==> src/rtl/nn_pkg.sv <==
// nn_pkg: shared opcodes, instruction field positions and FSM state encoding
// for the neural-net sequencer.
package nn_pkg;
   localparam logic [3:0] OP_DENSE = 4'h1;
   localparam logic [3:0] OP_ACT   = 4'h2;
   localparam logic [3:0] OP_COST  = 4'h3;
   localparam logic [3:0] OP_END   = 4'hF;
   localparam int OPC_MSB = 11;
   localparam int OPC_LSB = 8;
   localparam int OPD_MSB = 7;
   localparam int OPD_LSB = 0;
   typedef enum logic [3:0] {
      S_IDLE, S_FETCH, S_WAIT, S_DECODE, S_LOAD_I, S_LOAD_W,
      S_Z, S_COSTP, S_BWD, S_DONE, S_ERR
   } state_t;
endpackage

==> src/rtl/nn_layer_table.sv <==
// nn_layer_table: per-layer record of instruction address and row count,
// one write port, one combinational read port, cleared on reset.
module nn_layer_table #(
   parameter int LAYER_W = 3,
   parameter int ADDR_W  = 5,
   parameter int ROW_W   = 8
) (
   input  logic               clk,
   input  logic               reset,
   input  logic               we,
   input  logic [LAYER_W-1:0] wr_idx,
   input  logic [ADDR_W-1:0]  wr_pc,
   input  logic [ROW_W-1:0]   wr_rows,
   input  logic [LAYER_W-1:0] rd_idx,
   output logic [ADDR_W-1:0]  rd_pc,
   output logic [ROW_W-1:0]   rd_rows
);
   logic [ADDR_W+ROW_W-1:0] mem [2**LAYER_W];
   always_ff @(posedge clk or posedge reset)
      if (reset)
         for (int i = 0; i < 2**LAYER_W; i++) mem[i] <= '0;
      else if (we)
         mem[wr_idx] <= {wr_pc, wr_rows};
   assign {rd_pc, rd_rows} = mem[rd_idx];
endmodule

==> src/rtl/nn_sequencer.sv <==
// nn_sequencer: fetches 12-bit instructions and sequences the forward pass,
// the cost pulse and the reverse-order weight-update pass of the data path.
module nn_sequencer
   import nn_pkg::*;
#(
   parameter int ADDR_W  = 5,
   parameter int LAYER_W = 3,
   parameter int ROW_W   = 8
) (
   input  logic               clk,
   input  logic               reset,
   input  logic               enable,
   input  logic               start,
   input  logic               dp_busy,
   output logic [ADDR_W-1:0]  rd_addr,
   input  logic [11:0]        rd_data,
   output logic               i_is_load,
   output logic               w_is_load,
   output logic [LAYER_W-1:0] w_layer_index,
   output logic [ROW_W-1:0]   w_row_index,
   output logic               use_z,
   output logic               backprop_cost,
   output logic               load_w,
   output logic               is_update,
   output logic [3:0]         act_type,
   output logic [7:0]         cost_type,
   output logic               done,
   output logic               error
);
   state_t             state;
   logic [LAYER_W:0]   layer_cnt;
   logic [ROW_W-1:0]   last_row;
   logic [3:0]         opcode;
   logic [7:0]         operand;
   logic               go, bad_rows, tbl_we;
   logic [LAYER_W-1:0] tbl_idx;
   logic [ADDR_W-1:0]  tbl_pc;
   logic [ROW_W-1:0]   tbl_rows;
   logic               unused_pc;

   assign opcode   = rd_data[OPC_MSB:OPC_LSB];
   assign operand  = rd_data[OPD_MSB:OPD_LSB];
   assign go       = enable && !dp_busy;
   assign bad_rows = ROW_W < 8 && (operand >> ROW_W) != '0;
   assign tbl_we   = enable && state == S_DECODE && opcode == OP_DENSE && !layer_cnt[LAYER_W] && !bad_rows;
   // In COSTP the next layer to update is the last one loaded; in BWD it is the one below the current
   assign tbl_idx   = (state == S_BWD) ? w_layer_index - 1'b1 : layer_cnt[LAYER_W-1:0] - 1'b1;
   assign unused_pc = ^tbl_pc;

   // Strobes are decoded from state so a stall or freeze drops them in the same cycle
   assign i_is_load     = state == S_LOAD_I && go;
   assign w_is_load     = state == S_LOAD_W && go;
   assign use_z         = state == S_Z && go;
   assign backprop_cost = state == S_COSTP && go;
   assign is_update     = state == S_BWD && go;
   assign load_w        = state == S_BWD && enable;
   assign done          = state == S_DONE && enable;

   nn_layer_table #(.LAYER_W(LAYER_W), .ADDR_W(ADDR_W), .ROW_W(ROW_W)) u_tbl (
      .clk(clk), .reset(reset), .we(tbl_we), .wr_idx(layer_cnt[LAYER_W-1:0]),
      .wr_pc(rd_addr), .wr_rows(operand[ROW_W-1:0]), .rd_idx(tbl_idx),
      .rd_pc(tbl_pc), .rd_rows(tbl_rows)
   );

   always_ff @(posedge clk or posedge reset)
      if (reset) begin
         state         <= S_IDLE;
         rd_addr       <= '0;
         layer_cnt     <= '0;
         last_row      <= '0;
         w_layer_index <= '0;
         w_row_index   <= '0;
         act_type      <= '0;
         cost_type     <= '0;
         error         <= 1'b0;
      end else if (enable) begin
         case (state)
            S_IDLE, S_ERR:
               if (start) begin
                  state     <= S_FETCH;
                  rd_addr   <= '0;
                  layer_cnt <= '0;
                  error     <= 1'b0;
               end
            S_FETCH: state <= S_WAIT;
            S_WAIT:  state <= S_DECODE;
            S_DECODE:
               if (tbl_we) begin
                  last_row      <= operand[ROW_W-1:0];
                  w_layer_index <= layer_cnt[LAYER_W-1:0];
                  w_row_index   <= '0;
                  state         <= S_LOAD_I;
               end else if (opcode == OP_ACT && !(&rd_addr)) begin
                  act_type <= operand[3:0];
                  rd_addr  <= rd_addr + 1'b1;
                  state    <= S_FETCH;
               end else if (opcode == OP_COST && layer_cnt != '0) begin
                  cost_type <= operand;
                  state     <= S_COSTP;
               end else if (opcode == OP_END) begin
                  state <= S_DONE;
               end else begin
                  state <= S_ERR;
                  error <= 1'b1;
               end
            S_LOAD_I: if (!dp_busy) state <= S_LOAD_W;
            S_LOAD_W:
               if (!dp_busy) begin
                  if (w_row_index == last_row) state <= S_Z;
                  else w_row_index <= w_row_index + 1'b1;
               end
            S_Z:
               if (!dp_busy) begin
                  layer_cnt <= layer_cnt + 1'b1;
                  if (&rd_addr) begin
                     state <= S_ERR;
                     error <= 1'b1;
                  end else begin
                     rd_addr <= rd_addr + 1'b1;
                     state   <= S_FETCH;
                  end
               end
            S_COSTP:
               if (!dp_busy) begin
                  w_layer_index <= tbl_idx;
                  w_row_index   <= tbl_rows;
                  state         <= S_BWD;
               end
            S_BWD:
               if (!dp_busy) begin
                  if (w_row_index != '0) w_row_index <= w_row_index - 1'b1;
                  else if (w_layer_index != '0) begin
                     w_layer_index <= tbl_idx;
                     w_row_index   <= tbl_rows;
                  end else state <= S_DONE;
               end
            S_DONE:  state <= S_IDLE;
            default: state <= S_IDLE;
         endcase
      end
endmodule

==> config.mk <==
export PLATFORM = sky130hd
export DESIGN_NAME = nn_sequencer
export DESIGN_NICKNAME = d
export VERILOG_FILES = /design/src/rtl/nn_pkg.sv /design/src/rtl/nn_layer_table.sv /design/src/rtl/nn_sequencer.sv
export SDC_FILE = /design/constraint.sdc
export NUM_CORES = 1
export LEC_CHECK = 0
export ABC_AREA = 0
export CAP_MARGIN = 20
export CELL_PAD_IN_SITES_DETAIL_PLACEMENT = 1
export CELL_PAD_IN_SITES_GLOBAL_PLACEMENT = 1
export CORE_UTILIZATION = 38
export DETAILED_ROUTE_END_ITERATION = 7
export GPL_TIMING_DRIVEN = 0
export PLACE_DENSITY = 0.63
export RECOVER_POWER = 50
export SLEW_MARGIN = 15
export SYNTH_ARGS = -nofsm -noshare
export SYNTH_HDL_FRONTEND = slang
export SYNTH_SLANG_ARGS = --single-unit
==> constraint.sdc <==
create_clock -name clk -period 7.4 [get_ports clk]
set_clock_uncertainty 0.1 [all_clocks]
set_input_delay 1.48 -clock clk [delete_from_list [all_inputs] [get_ports clk]]
set_output_delay 1.48 -clock clk [all_outputs]
set_load 0.02 [all_outputs]
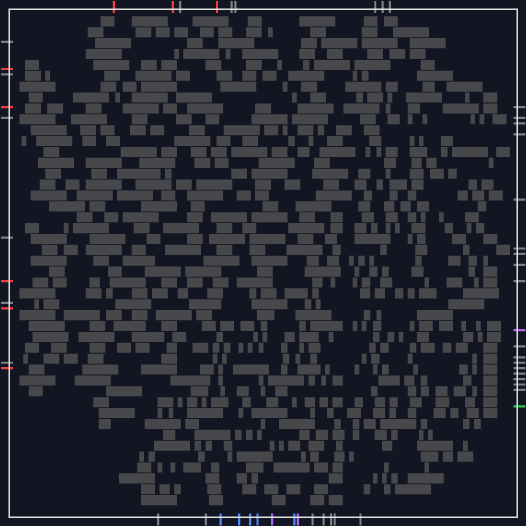
Figure 1: run 1, pin map.
Drawn at 4 px/um. Pins as bars across the die edge, other pins in grey.
| port | colour | pins | direction | edge |
|---|---|---|---|---|
| rd_addr | blue | 5 | output | bottom |
| enable | green | 1 | input | right |
| cost_type | red | 8 | output | 5 left, 3 top |
| w_layer_index | purple | 3 | output | 2 bottom, 1 right |
all pins by edge: 19 right, 14 bottom, 11 left, 9 top
Die Height: 127 um
port buffer count: 48
Die Wd: 127 um

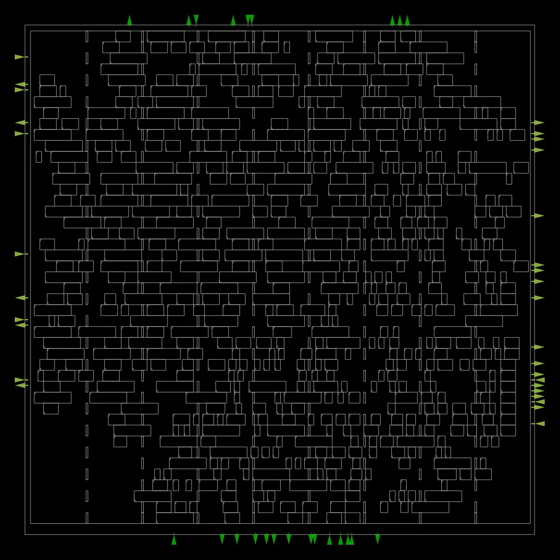
Figure 2: run 1, placement view.
fillers: 1,642
post-layout util: 46.0%
Core ar.: 15,200 um2
non-filler cells, final: 776
tap cells: 188

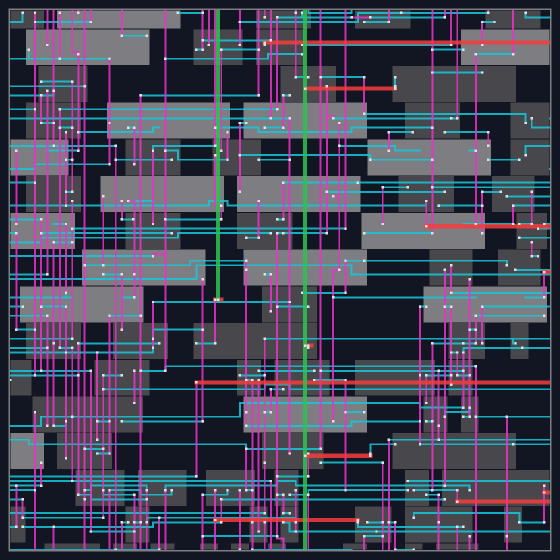
Figure 3: run 1, zoomed window.
Window x 43 to 83, y 43 to 83 um. Cells in grey, sequential cells in the stronger grey; small squares are vias.
| layer | colour |
|---|---|
| met3 | red |
| met4 | green |
| met2 | magenta |
| met1 | cyan |
sequential cells in the window: 15
netlist names of flops here include: u_tbl.mem (7), last_row (6), w_layer_index (2)
most frequent: mux2_2 (18), dfrtp_1 (15)
cells with their middle in the window: 68

==> impl_metrics.toml, run 1 <==
# generated from flow reports
[outcome]
status = "finished with violations"
violations = "capacitance limit, slew limit"

[route]
viasPerCell = 5.63
drt_first_iter_violations = 283
drt_first_pass_iters = 4
wl_per_cell_um = 20.4
vias = 4365

[worst_setup_path]
r2r_start = "state[2]"
worst_r2r_path_depth = 11
startpoint = "enable"
startpoint_type = "input port"
arrival_ns = 3.49
cp-end-kind = "primary output"
required_ns = 5.82
critPathMaxFanout = 8

[job]
drv.max_cap_violation_count = 1
tool_warnings = 28

[sta]
finalSetupTns_ns = 0
slew-limit-headroom_pct = -6.65
hold_viol_final = 0
finalWorstPathRequiredPeriod_ns = 5.07
slew_violations = 33
worst_pin_slew_ns = 1.59
rsz0062_at_grt = "false"
worst_slack_ns = 2.33

[finish]
drive_above_1_share_pct = 23.0
diodes = 0
area_delta_synth_final_pct = 18.4
nets = 607
logic_area_um2 = 2980

[cts]
htree_levels = 3
root_buffer = "clkbuf_16"
clkSinkCount = 109
clk_transition_reported_paths_ns = 0.07
ctsHoldBuffers = 0
clockBufferDepth = 2
clk_latency_ns = 0.36

[synth]
yosys.area.top_type_share_pct = 46.2
synth_nets = 544
ys_cells = 520
yosys-top-cells-area = "dfrtp_1 46%, mux2_2 18%, mux2i_1 5.1%"
ff_type = "dfrtp_1"
synth_flop_count = 109
async_reset_ff_share_pct = 100
synth-warning-count = 0
yosys_area_um2 = 5900
edf_count = 0
synth.distinct_cells = 66

[place]
dp.cells = 760
dp_slack_ns = 2.32

[hold_path]
hold_path_startpoint = "cost_type[0]"
holdCritPathClass = "reg2reg"
holdPathEnd = "cost_type[0]"
holdPathStages = 1

[power_and_ir_drop]
p_leak_uw = 0.00336
power_density_nw_per_um2 = 251

[global_routing]
first_global_vias = 4602
grt_pass1_wl_um = 26300
grt_overflow_total = 0
grtUsageTotal_pct = 21.7
antenna_found_initial = 0

[die]
fp_util_pct = 38.8
num_rows = 45
io_pins = 53
chipArea_um2 = 16000
[run 1: metrics by stage]
stage	power, uW	hold slack [ns]	utilization [%]	cell area [um2]
finish	1750	0.401	46.0	6990
global route	1860	0.422	46.0	6990
CTS	1780	0.411	46.0	6990
detailed placement	1260	0.392	44.0	6680
global placement	1250	0.381	43.5	6620
floorplan	1080	0.374	-	5900
[run 1: layout make-up]
type | instances | share of cell area [%]
Timing Repair Buffer | 52 | 7.54
Inverter | 12 | 0.662
Clock inverter | 6 | 1.15
Buffer | 37 | 2.31
Sequential cell | 109 | 39.0
Tap cell | 188 | 3.37
Clock buffer | 10 | 3.28
Multi-Input combinational cell | 362 | 42.7
[run 1: cells by family after synthesis]
kind of cell,Yosys count,share of synthesized area [%]
AND-OR/OR-AND,85,9.92
XOR/XNOR,16,2.50
adder cells (fa/ha/maj),7,1.48
buffers and inverters,49,3.50
flip-flops,109,46.2
multiplexers,128,24.8
AND/OR/NAND/NOR,126,11.6
[run 1: layer usage]
layer | up-vias | part of all wire [%] | GRT usage, %
li1 | 2028 | - | -
met1 | 2235 | 49 | 31.3
met2 | 88 | 46 | 33.4
met3 | 14 | 4.0 | 3.46
met4 | 0 | 1.3 | 6.66
met5 | - | 0 | 0
[run 1: sequential cells by signal, indices dropped and copies added, names as in the netlist]
signal and cells:
u_tbl.mem 64, cost_type 8, last_row 8, w_row_index 8
rd_addr 5, act_type 4, layer_cnt 4, state 4
w_layer_index 3, error 1
[run 1: synthesized netlist by cell type (all sizes together) (3+ instances only)]
library cell,n
dfrtp,109
mux2,92
mux2i,32
nor2,31
clkbuf,27
nand2,25
a21oi,23
o21ai,14
nor3,13
inv,11
buf,10
o221ai,10
xor2,10
nand3,9
and3,7
ha,7
o31ai,6
xnor2,6
nand2b,5
mux4,4
nor2b,4
nor4,4
or3,4
a221o,3
nand4,3
nor4b,3
o21a,3
or3b,3
[run 1: worst max-delay path, cell delays in order]
cell and delay [ns]:
clkdlybuf4s50_1 0.66, nand2b_1 0.22, nor2_1 0.42, clkdlybuf4s50_1 0.71
[run 1: power breakdown]
| group | internal, uW | total, uW | switching [uW] |
|---|---|---|---|
| clock network | 269 | 507 | 238 |
| logic | 223 | 523 | 300 |
| registers | 666 | 722 | 55.3 |
| total | 1160 | 1750 | 594 |
[run 1: cells in the final DEF (no fill, tap or decap), drive strengths merged, types with 13 or more instances in the layout]
master,synthesis,final
mux2,92,92
buf,10,14
mux2i,32,32
nor2,31,31
nor3,13,13
o21ai,14,14
nand2,25,25
clkbuf,27,37
dfrtp,109,109
a21oi,23,23
dlygate4sd3,0,19
clkdlybuf4s50,0,29
[run 1: worst max path at each step]
stage                       end  cells past startpoint
floorplan           act_type[0]                      1
global placement    act_type[3]                      2
detailed placement        use_z                      4
CTS                       use_z                      4
global route              use_z                      4
finish                    use_z                      4
==> run 1 -> run 2 <==
==> constraint.sdc (replaced) <==
create_clock -name clk -period 4.9 [get_ports clk]
set_clock_uncertainty 0.1 [all_clocks]
set_input_delay 0.98 -clock clk [delete_from_list [all_inputs] [get_ports clk]]
set_output_delay 0.98 -clock clk [all_outputs]
set_load 0.02 [all_outputs]
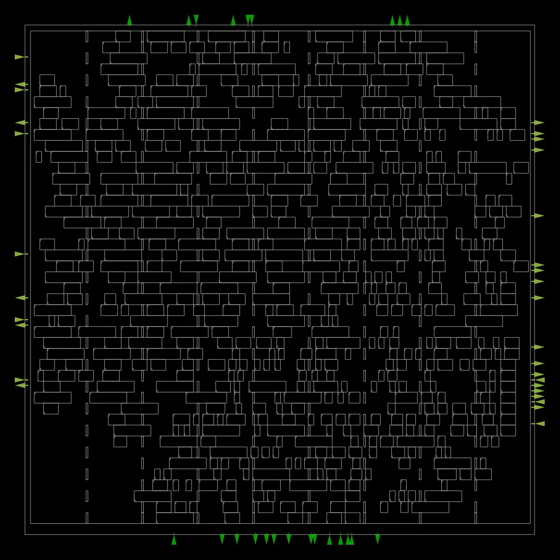
Figure 4: run 2, placement view.
Site Rows: 45
Seq cells: 109
Seq/total area: 39.0%

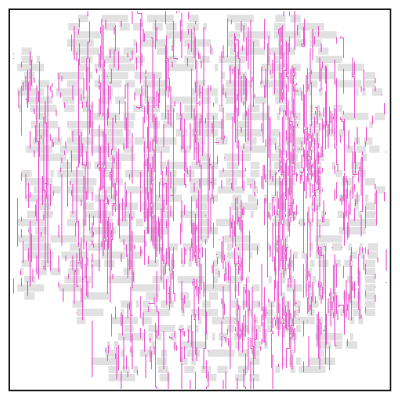
Figure 5: run 2, M2 wires.
Drawn at 3 px/um.
share of all routed wire: 46%
wire length on this layer: 7,200 um
met2 Usage GRT: 33.4%
WL final: 15,800 um

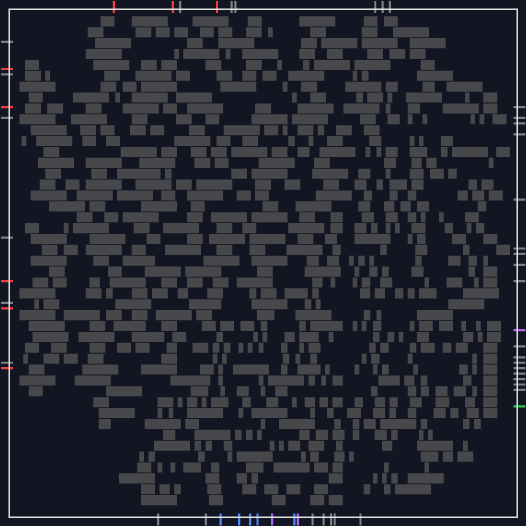
Figure 6: run 2, pin map.
Drawn at 4 px/um. Pins as bars across the die edge, other pins in grey.
| port | colour | pins | direction | edge |
|---|---|---|---|---|
| enable | green | 1 | input | right |
| cost_type | red | 8 | output | 5 left, 3 top |
| rd_addr | blue | 5 | output | bottom |
| w_layer_index | purple | 3 | output | 2 bottom, 1 right |
all pins by edge: 19 right, 14 bottom, 11 left, 9 top

==> run 2 against run 1 <==
The flow still finishes with violations (capacitance limit, slew limit). Critical path depth grew 7. Final cell count did not move. Count of clock-buffer cells in the layout unchanged. Largest cell class unchanged. Setup slack got worse by 1.6 ns. Sequential power grew 51%. Die area unchanged. Synthesized cell count stayed put. Sequential share of layout area unchanged. Register-to-register slack got worse by 2.5 ns. Routed wire length unchanged. Via count stayed put.
==> impl_metrics.toml, run 2 <==
# generated from flow reports
[job]
drv.max_cap_violation_count = 1

[cts]
clkSinkCount = 109
root_buffer = "clkbuf_16"
clk_latency_ns = 0.36
clk_transition_reported_paths_ns = 0.07

[die]
fp_util_pct = 38.8
fp.dieH_um = 127
fp.dieW_um = 127
io_pins = 53
chipArea_um2 = 16000

[sta]
hold_viol_final = 0
finalSetupTns_ns = 0
slew-limit-headroom_pct = -6.65
slew_violations = 33

[power_and_ir_drop]
power_density_nw_per_um2 = 379
power_uw = 2650
p_leak_uw = 0.00336

[synth]
synth-warning-count = 0
synth_flop_count = 109
edf_count = 0
synth.distinct_cells = 66
yosys-top-cells-area = "dfrtp_1 46%, mux2_2 18%, mux2i_1 5.1%"
synth.most_common_cell = "dfrtp_1"
async_reset_ff_share_pct = 100
netlist_top_cells_count = "109 x dfrtp_1, 92 x mux2_2, 31 x nor2_1, 30 x mux2i_1, 27 x clkbuf_1"
yosys_area_um2 = 5900
ys_cells = 520

[worst_setup_path]
critPathMaxFanout = 10
cp-end-kind = "register"
required_ns = 5.08

[place]
dp_slack_ns = 0.804

[finish]
largest-register = "u_tbl.mem"
final_cell_mix = "109 x dfrtp_1, 92 x mux2_2, 31 x nor2_1"
area_delta_synth_final_pct = 18.4
diodes = 0
nets = 607
num-fill-cells = 1642

[global_routing]
grtUsageTotal_pct = 21.7
grt_overflow_total = 0
antenna_found_initial = 0
first_global_vias = 4602

[outcome]
status = "finished with violations"
violations = "capacitance limit, slew limit"

[route]
wl_per_cell_um = 20.4

[hold_path]
holdCritPathClass = "reg2reg"
-- run 2: cell counts after synthesis --
Identical to the previous run, type by type.
-- run 2: power by group --
| part | switching [uW] | leakage, uW | internal [uW] |
|---|---|---|---|
| clock | 360 | 0.000146 | 406 |
| combinational | 454 | 0.00171 | 337 |
| sequential | 83.5 | 0.00150 | 1010 |
| total | 897 | 0.00336 | 1750 |
-- run 2: cell type report --
class / count / area [um2] / share of cell area [%]
Multi-Input combinational cell: 362 / 2980 / 42.7
Sequential cell: 109 / 2730 / 39.0
Timing Repair Buffer: 52 / 527 / 7.54
Tap cell: 188 / 235 / 3.37
Clock buffer: 10 / 229 / 3.28
Buffer: 37 / 161 / 2.31
Clock inverter: 6 / 80.1 / 1.15
Inverter: 12 / 46.3 / 0.662
-- run 2: layer usage --
metal	share of wire (%)	routed length (um)	GRT usage, %	vias up
li1	-	-	-	2028
met1	49	7770	31.3	2235
met2	46	7200	33.4	88
met3	4.0	631	3.46	14
met4	1.3	200	6.66	0
met5	0	0	0	-
-- run 2: critical path, stage by stage (launching register included) --
cell      delay, ns
dfrtp_1        0.38
buf_6          0.13
or4b_1         0.46
buf_2          0.19
mux2i_4        0.23
buf_6          0.21
buf_2          0.25
ha_1           0.31
xnor2_2        0.72
mux4_2         0.65
or3_1          0.34
o211ai_2       0.06
-- run 2: per-stage QoR --
step	instance area, um2	hold WS, ns	cells	util [%]
finish	6990	0.401	776	46.0
global route	6990	0.422	776	46.0
CTS	6990	0.411	776	46.0
detailed placement	6680	0.392	760	44.0
global placement	6620	0.381	756	43.5
floorplan	5900	0.374	520	-
-- run 2: cells by family after synthesis --
logic type	count (synthesis)	share of synthesized area [%]
muxes	128	24.8
buffers and inverters	49	3.50
and+or+nand+nor	126	11.6
adders and majority gates	7	1.48
xor gates and xnor gates	16	2.50
AOI/OAI and AO/OA	85	9.92
DFF	109	46.2
-- run 2: path summary, 6_finish.rpt --
| check | to | startpoint | cells past startpoint |
|---|---|---|---|
| worst max register to register | w_row_index[6] | state[2] | 11 |
| max in group asynchronous | w_row_index[6] | reset | 3 |
| min in group asynchronous | layer_cnt[1] | reset | 2 |
| worst min-delay path | cost_type[0] | cost_type[0] | 1 |
| worst min register to register | cost_type[0] | cost_type[0] | 1 |
| worst max-delay path | w_row_index[6] | state[2] | 11 |
==> run 2 -> run 3 <==
==> constraint.sdc (replaced) <==
create_clock -name clk -period 4.2 [get_ports clk]
set_clock_uncertainty 0.1 [all_clocks]
set_input_delay 0.84 -clock clk [delete_from_list [all_inputs] [get_ports clk]]
set_output_delay 0.84 -clock clk [all_outputs]
set_load 0.02 [all_outputs]
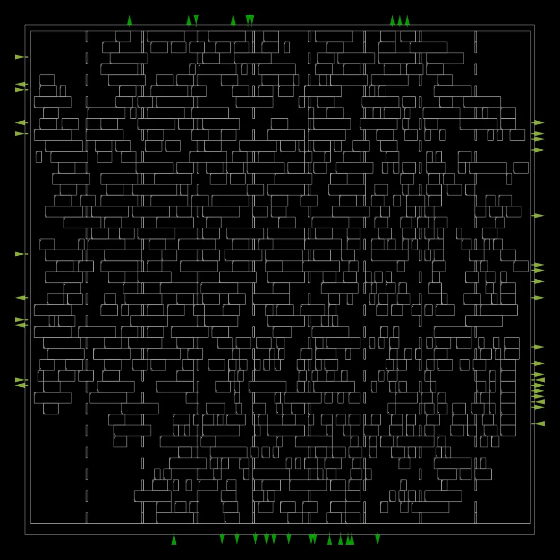
Figure 7: run 3, placement view.
Seq/total area: 39.1%
fillers: 1,643

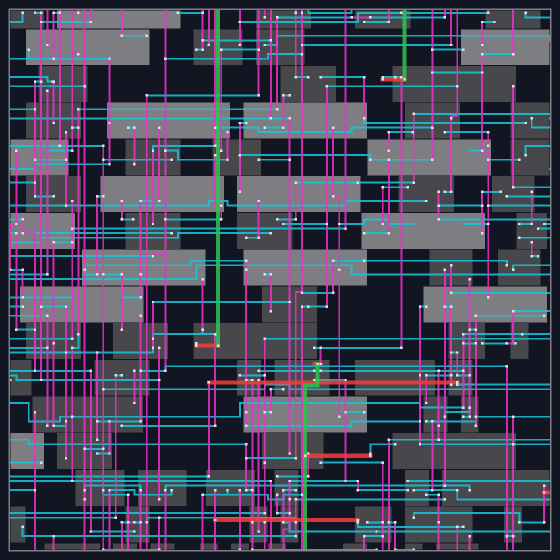
Figure 8: run 3, zoomed window.
Window x 43 to 83, y 43 to 83 um. Cells in grey, sequential cells in the stronger grey; small squares are vias.
| layer | colour |
|---|---|
| met2 | magenta |
| met3 | red |
| met4 | green |
| met1 | cyan |
cells with their middle in the window: 68
most frequent: mux2_2 (18), dfrtp_1 (15)
netlist names of flops here include: u_tbl.mem (7), last_row (6), w_layer_index (2)
sequential cells in the window: 15

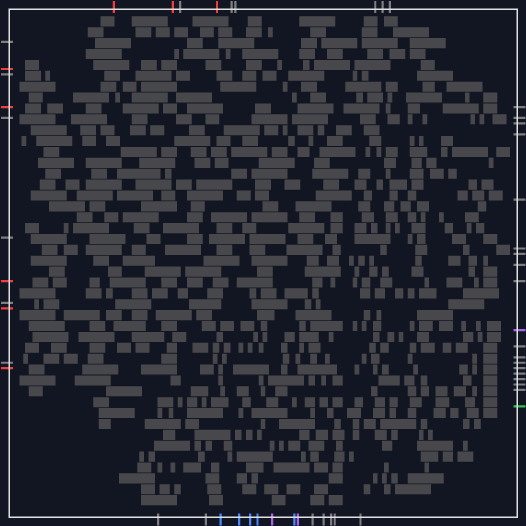
Figure 9: run 3, pin map.
Drawn at 4 px/um. Pins as bars across the die edge, other pins in grey.
| port | colour | pins | direction | edge |
|---|---|---|---|---|
| cost_type | red | 8 | output | 5 left, 3 top |
| rd_addr | blue | 5 | output | bottom |
| enable | green | 1 | input | right |
| w_layer_index | purple | 3 | output | 2 bottom, 1 right |

==> run 3 against run 2 <==
The run ends with capacitance limit left. Sequential cell count unchanged. Critical path depth is the same. Combinational power grew 17%. Final cell count stayed put. Largest power group unchanged. Global-route usage stayed put.
==> impl_metrics.toml, run 3 <==
# generated from flow reports
[global_routing]
grtUsageTotal_pct = 21.7
busiest_layer = "met2"
grt_use_met3_pct = 3.46

[worst_setup_path]
r2r-end = "w_row_index[6]"
critPathMaxFanout = 10
crit_chain = "buf_6, or4b_1, buf_2, mux2i_4, buf_6, buf_2, ha_1, xnor2_4, mux4_2, or3_1, o211ai_2"
startpoint_type = "register"
cpPeakStageDelay_ns = 0.63
arrival_ns = 4.13
worst_r2r_path_depth = 11

[finish]
final_cell_mix = "109 x dfrtp_1, 92 x mux2_2, 31 x nor2_1"
nets = 607
largest-register = "u_tbl.mem"

[sta]
slew_violations = 0
finalWorstPathRequiredPeriod_ns = 3.95
hold_viol_final = 0
worst_pin_slew_ns = 1.49

[die]
fp.dieW_um = 127
fp.dieH_um = 127
num_rows = 45

[synth]
yosys_area_um2 = 5900
synth.distinct_cells = 66
yosys-top-cells-area = "dfrtp_1 46%, mux2_2 18%, mux2i_1 5.1%"
edf_count = 0
synth_flop_count = 109
synth.most_common_cell = "dfrtp_1"
yosys.area.top_type_share_pct = 46.2
ys_cells = 520

[cts]
clockBufferDepth = 2
clkSinkCount = 109
clk_transition_reported_paths_ns = 0.08

[job]
drv.max_cap_violation_count = 1

[outcome]
violations = "capacitance limit"
status = "finished with violations"

[route]
drt_first_iter_violations = 279
==> run 3: cell counts after synthesis <==
Identical to the previous run, type by type.
==> run 3: cell type report <==
class | count | area [um2]
flip-flops and latches | 109 | 2730
fillers | 1643 | 8220
plain buffers | 37 | 161
multi-input cells | 362 | 2990
repair buffers | 52 | 507
clock inverters | 6 | 80.1
clock buffers | 10 | 229
inverters | 12 | 46.3
well taps | 188 | 235
==> run 3: stage by stage <==
stage	setup slack (ns)	total power, uW	cells	util [%]	instance area [um2]
after floorplan	0.386	1910	520	-	5900
after global placement	-1.24	2200	756	43.5	6620
after detailed placement	0.104	2220	760	44.0	6680
after CTS	0.0404	3130	776	46.0	6990
after global routing	0.0620	3270	776	45.9	6980
final	0.247	3090	776	45.9	6980
==> run 3: logic make-up after synthesis <==
family | after synthesis | synth area share [%]
xor+xnor | 16 | 2.50
simple gates | 126 | 11.6
buf+inv | 49 | 3.50
compound gates | 85 | 9.92
flops | 109 | 46.2
fa+ha+maj | 7 | 1.48
mux | 128 | 24.8
==> run 3: what timing repair did <==
| item | 4_1_cts | 5_1_grt |
|---|---|---|
| hold buffers | 0 | 0 |
| resized | 0 | 1 |
| setup endpoints to repair | 0 | 4 |
==> run 3: layer usage <==
layer  wire, um  part of all wire (%)
met2       7330                    47
met4        145                  0.92
met1       7760                    49
met3        489                   3.1
met5          0                     0
==> run 3: worst register-to-register path: stages (launching register included) <==
cell      delay [ns]
dfrtp_1         0.38
buf_6           0.13
or4b_1          0.46
buf_2           0.19
mux2i_4         0.29
buf_6           0.23
buf_2           0.37
ha_1            0.40
xnor2_4         0.28
mux4_2          0.64
or3_1           0.34
o211ai_2        0.06
==> run 3: where the power goes <==
part | switching (uW) | total (uW) | internal, uW
registers | 97.2 | 1270 | 1170
logic | 529 | 923 | 394
clock network | 419 | 893 | 474
total | 1040 | 3090 | 2040
==> run 3: how the worst max path moves through the flow <==
| stage | startpoint | end | slack (ns) |
|---|---|---|---|
| 3_5_place_dp | state[2] | w_row_index[6] | 0.10 |
| 2_1_floorplan | reset | act_type[0] | 0.39 |
| 4_1_cts | state[2] | w_row_index[6] | 0.04 |
| 5_1_grt | state[1] | w_row_index[5] | 0.06 |
| 6_report | state[2] | w_row_index[6] | 0.25 |
| 3_3_place_gp | reset | act_type[3] | -1.24 |
Power figures rest on the tool's default switching activity, not on a simulated workload.
